`config.mk`:
```
export PLATFORM = sky130hd
export DESIGN_NAME = hex_display_scan_flat
export DESIGN_NICKNAME = d
export VERILOG_FILES = /design/src/rtl/hex_display_scan_if.sv /design/src/rtl/hex_display_scan.sv /design/src/flat_wrapper.sv
export SDC_FILE = /design/constraint.sdc
export NUM_CORES = 1
export LEC_CHECK = 0
export CORE_MARGIN = 8
export CORE_UTILIZATION = 50
export CTS_CLUSTER_DIAMETER = 30
export DETAILED_ROUTE_END_ITERATION = 10
export PLACE_DENSITY = 0.72
export SLEW_MARGIN = 20
export SYNTH_ARGS = -nofsm -noshare
export SYNTH_HDL_FRONTEND = slang
export SYNTH_SLANG_ARGS = --single-unit
```
`constraint.sdc`:
```
create_clock -name clk -period 5.6 [get_ports clk]
set_input_delay 1.12 -clock clk [delete_from_list [all_inputs] [get_ports clk]]
set_output_delay 1.12 -clock clk [all_outputs]
set_load 0.05 [all_outputs]
```
`src/rtl/hex_display_scan_if.sv`:
```
// Signal bundle between the MMIO hex register and the seven-segment scanner.
// master: the side that owns the hex value and brightness setting.
// slave: the scanner that drives the physical display pins.
interface hex_display_scan_if;
    logic [15:0] hex;
    logic [1:0]  dim;
    logic [3:0]  an;
    logic [6:0]  seg;
    logic        dp;
    logic        frame_tick;

    modport master (
        output hex,
        output dim,
        input  an,
        input  seg,
        input  dp,
        input  frame_tick
    );

    modport slave (
        input  hex,
        input  dim,
        output an,
        output seg,
        output dp,
        output frame_tick
    );
endinterface

```
`src/rtl/hex_display_scan.sv`:
```
// Four-digit common-anode seven-segment scanner.
// The display value is latched once per frame so that a frame never mixes
// digits from two different values. Leading zeros can be blanked, and each
// digit slot is duty-cycled to give four brightness levels.
module hex_display_scan #(
    parameter int unsigned REFRESH_DIV   = 100000,
    parameter bit          BLANK_LEADING = 1'b1
) (
    input logic         clk,
    input logic         rst_n,
    hex_display_scan_if.slave bus
);

    localparam int unsigned      PW         = $clog2(REFRESH_DIV);
    localparam int unsigned      DW         = PW + 2;
    localparam logic [PW-1:0]    PRESC_LAST = PW'(REFRESH_DIV - 1);
    localparam logic [DW-1:0]    QUARTER    = DW'(REFRESH_DIV / 4);

    logic [PW-1:0] presc_q, presc_d;
    logic [1:0]    idx_q, idx_d;
    logic [15:0]   shadow_q, shadow_d;
    logic [3:0]    an_q, an_d;
    logic [6:0]    seg_q, seg_d;
    logic          frame_tick_q, frame_tick_d;

    logic          terminal;
    logic [3:0]    nib;
    logic          blank;
    logic          lit;
    logic [DW-1:0] threshold;

    function automatic logic [6:0] decode(input logic [3:0] v);
        logic [6:0] s;
        case (v)
            4'h0:    s = 7'h40;
            4'h1:    s = 7'h79;
            4'h2:    s = 7'h24;
            4'h3:    s = 7'h30;
            4'h4:    s = 7'h19;
            4'h5:    s = 7'h12;
            4'h6:    s = 7'h02;
            4'h7:    s = 7'h78;
            4'h8:    s = 7'h00;
            4'h9:    s = 7'h10;
            4'hA:    s = 7'h08;
            4'hB:    s = 7'h03;
            4'hC:    s = 7'h46;
            4'hD:    s = 7'h21;
            4'hE:    s = 7'h06;
            default: s = 7'h0E;
        endcase
        return s;
    endfunction

    // Prescaler, digit index and frame-synchronous shadow reload.
    always_comb begin
        terminal     = (presc_q == PRESC_LAST);
        presc_d      = terminal ? '0 : presc_q + 1'b1;
        idx_d        = terminal ? idx_q + 2'd1 : idx_q;
        shadow_d     = (terminal && (idx_q == 2'd3)) ? bus.hex : shadow_q;
        // Registered so the pulse is high exactly while the state sits on the
        // frame's terminal count, i.e. the cycle whose closing edge reloads shadow.
        frame_tick_d = (presc_d == PRESC_LAST) && (idx_d == 2'd3);
    end

    // Digit selection, leading-zero blanking, duty cycle and segment decode.
    always_comb begin
        nib = shadow_q[{idx_q, 2'b00} +: 4];

        blank = 1'b0;
        if (BLANK_LEADING) begin
            case (idx_q)
                2'd1:    blank = (shadow_q[15:4]  == 12'h000);
                2'd2:    blank = (shadow_q[15:8]  == 8'h00);
                2'd3:    blank = (shadow_q[15:12] == 4'h0);
                default: blank = 1'b0;
            endcase
        end

        // (dim+1)*REFRESH_DIV/4 computed as (dim+1)*(REFRESH_DIV/4): exact because
        // REFRESH_DIV is a multiple of 4, and it never exceeds REFRESH_DIV, so it
        // fits the widened compare even when REFRESH_DIV is a power of two.
        threshold = (DW'(bus.dim) + DW'(1)) * QUARTER;
        lit       = (DW'(presc_q) < threshold);

        if (lit && !blank) begin
            an_d  = ~(4'b0001 << idx_q);
            seg_d = decode(nib);
        end else begin
            an_d  = 4'b1111;
            seg_d = 7'h7F;
        end
    end

    // State and output registers, asynchronously cleared to a dark display.
    always_ff @(posedge clk or negedge rst_n) begin
        if (!rst_n) begin
            presc_q      <= '0;
            idx_q        <= '0;
            shadow_q     <= '0;
            an_q         <= '1;
            seg_q        <= '1;
            frame_tick_q <= 1'b0;
        end else begin
            presc_q      <= presc_d;
            idx_q        <= idx_d;
            shadow_q     <= shadow_d;
            an_q         <= an_d;
            seg_q        <= seg_d;
            frame_tick_q <= frame_tick_d;
        end
    end

    assign bus.an         = an_q;
    assign bus.seg        = seg_q;
    assign bus.dp         = 1'b1;
    assign bus.frame_tick = frame_tick_q;

endmodule

```
`src/flat_wrapper.sv`:
```
// flat-port wrapper written by rule: the top's interface ports become plain ports
module hex_display_scan_flat 
#(
    parameter int unsigned REFRESH_DIV   = 100000,
    parameter bit          BLANK_LEADING = 1'b1
)
  (clk, rst_n, bus_hex, bus_dim, bus_an, bus_seg, bus_dp, bus_frame_tick);
  hex_display_scan_if bus_i ();
  input logic clk;
  input logic rst_n;
  input wire logic [$bits(bus_i.hex)-1:0] bus_hex;
  input wire logic [$bits(bus_i.dim)-1:0] bus_dim;
  output wire logic [$bits(bus_i.an)-1:0] bus_an;
  output wire logic [$bits(bus_i.seg)-1:0] bus_seg;
  output wire logic [$bits(bus_i.dp)-1:0] bus_dp;
  output wire logic [$bits(bus_i.frame_tick)-1:0] bus_frame_tick;
  assign bus_i.hex = bus_hex;
  assign bus_i.dim = bus_dim;
  assign bus_an = bus_i.an;
  assign bus_seg = bus_i.seg;
  assign bus_dp = bus_i.dp;
  assign bus_frame_tick = bus_i.frame_tick;
  hex_display_scan #(.REFRESH_DIV(REFRESH_DIV), .BLANK_LEADING(BLANK_LEADING)) u_core (.clk(clk), .rst_n(rst_n), .bus(bus_i));
endmodule
```
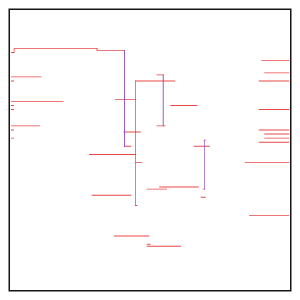
(wiring by layer)
(3 px per um) Two of the layers only.
Key: purple = M4 [wire length 107 um]; red = M3 [wire length 301 um]
final WL: 5990 um
via count: 2153
GRT Util Overall: 14.3%

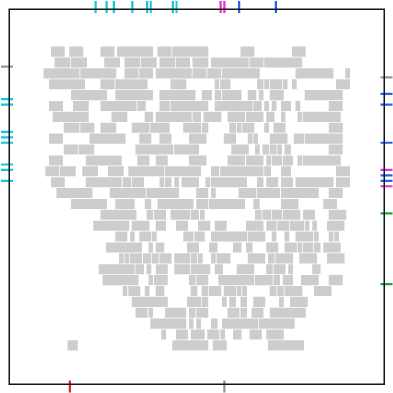
(pin placement)
(4 px per um) Pins as bars across the die edge, other pins in gray.
Key: cyan = bus_hex [pins 16, direction input, edge 8 left, 8 top]; green = bus_dim [pins 2, direction input, edge right]; red = rst_n [pins 1, direction input, edge bottom]; magenta = bus_an [pins 4, direction output, edge 2 right, 2 top]; blue = bus_seg [pins 7, direction output, edge 5 right, 2 top]
All pins by edge: 12 top, 10 right, 9 left, 2 bottom.
IO buf count: 31
Die Y: 93.4 um
Die Wd: 93.4 um

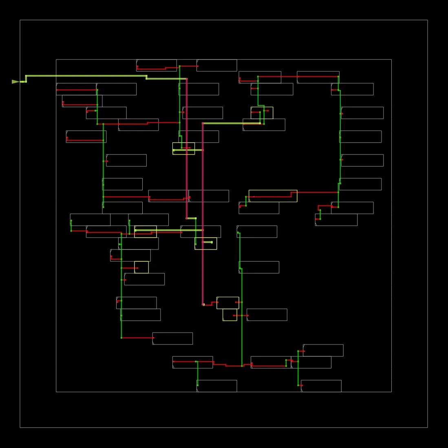
(clock nets)
final-layout clock buffer total: 5
Clock Sinks: 47

==> deck_impl_summary.md <==
Key Metrics from the Run

Final layout
  • Area grow syn2layout: 16.3%
  • Top cells excl fill/tap: dfrtp_1 (36), ha_1 (32), clkdlybuf4s50_1 (30)
  • ANT cells: 0
  • Clock buf/inv share: 3.34%
  • Largest register by flop count: u_core.presc_q
  • Share of post-route cells with drive strength above 1: 11.7%
  • Flop count: 47
  • Register area: 1190 sq um
  • Sequential cell area share: 34.2%

Die
  • Core Area: 5850 sq um
  • Placement Rows: 28

Synthesis
  • # Cells Yosys: 278
  • Post-synth area from yosys stat: 2990 sq um
  • Cell taking the most area after synthesis: dfrtp_1
  • Adder Area Share: 13.4%
  • Aoi share: 8.19%
  • Xor/xnor cell area share of the yosys netlist: 7.32%
  • Syn_nets: 330
  • Post-synth top cells: dfrtp_1 (36), ha_1 (32), nand2_1 (20), nor2_1 (20), xor2_1 (15)

Global route
  • Global-route wire length before repair: 9960 um
  • GR Layer Usage met2: 22.4%
  • Pin count of the biggest net entering global routing: 48
  • Met1 Use GR: 18.9%
  • Vias in the first global route: 2081

STA
  • Fin crit period: 4410 ps
  • Final hold vios: 0

Critical path
  • Crit path max-delay family: AND-OR/OR-AND gates
  • Crit path buf inv count: 2
  • CP Capture Type: flop
  • Crit Reg-Reg Endpoint: u_core.shadow_q[14]$_DFFE_PN0P_
  • Crit path kind: input pin to flop
  • Most common cell type on the critical path: ha_1
  • FF-to-FF path depth: 5

Min path
  • WHS Endpoint: u_core.presc_q[0]$_DFF_PN0_

Clock network
  • CTS resizes: 0
  • Hold Buf Count CTS: 0

Drt
  • DRT Pass-1 Iters: 4
  • DRT antenna net count: 0
  • Mean number of vias per cell: 5.62

Place
  • DP Worst Slack: 846 ps

Run status
  • Status: complete, no violations

Power
  • Clock share of power: 35.6%
  • Int Power: 533 uW
Power is estimated from default activity; no workload was simulated.
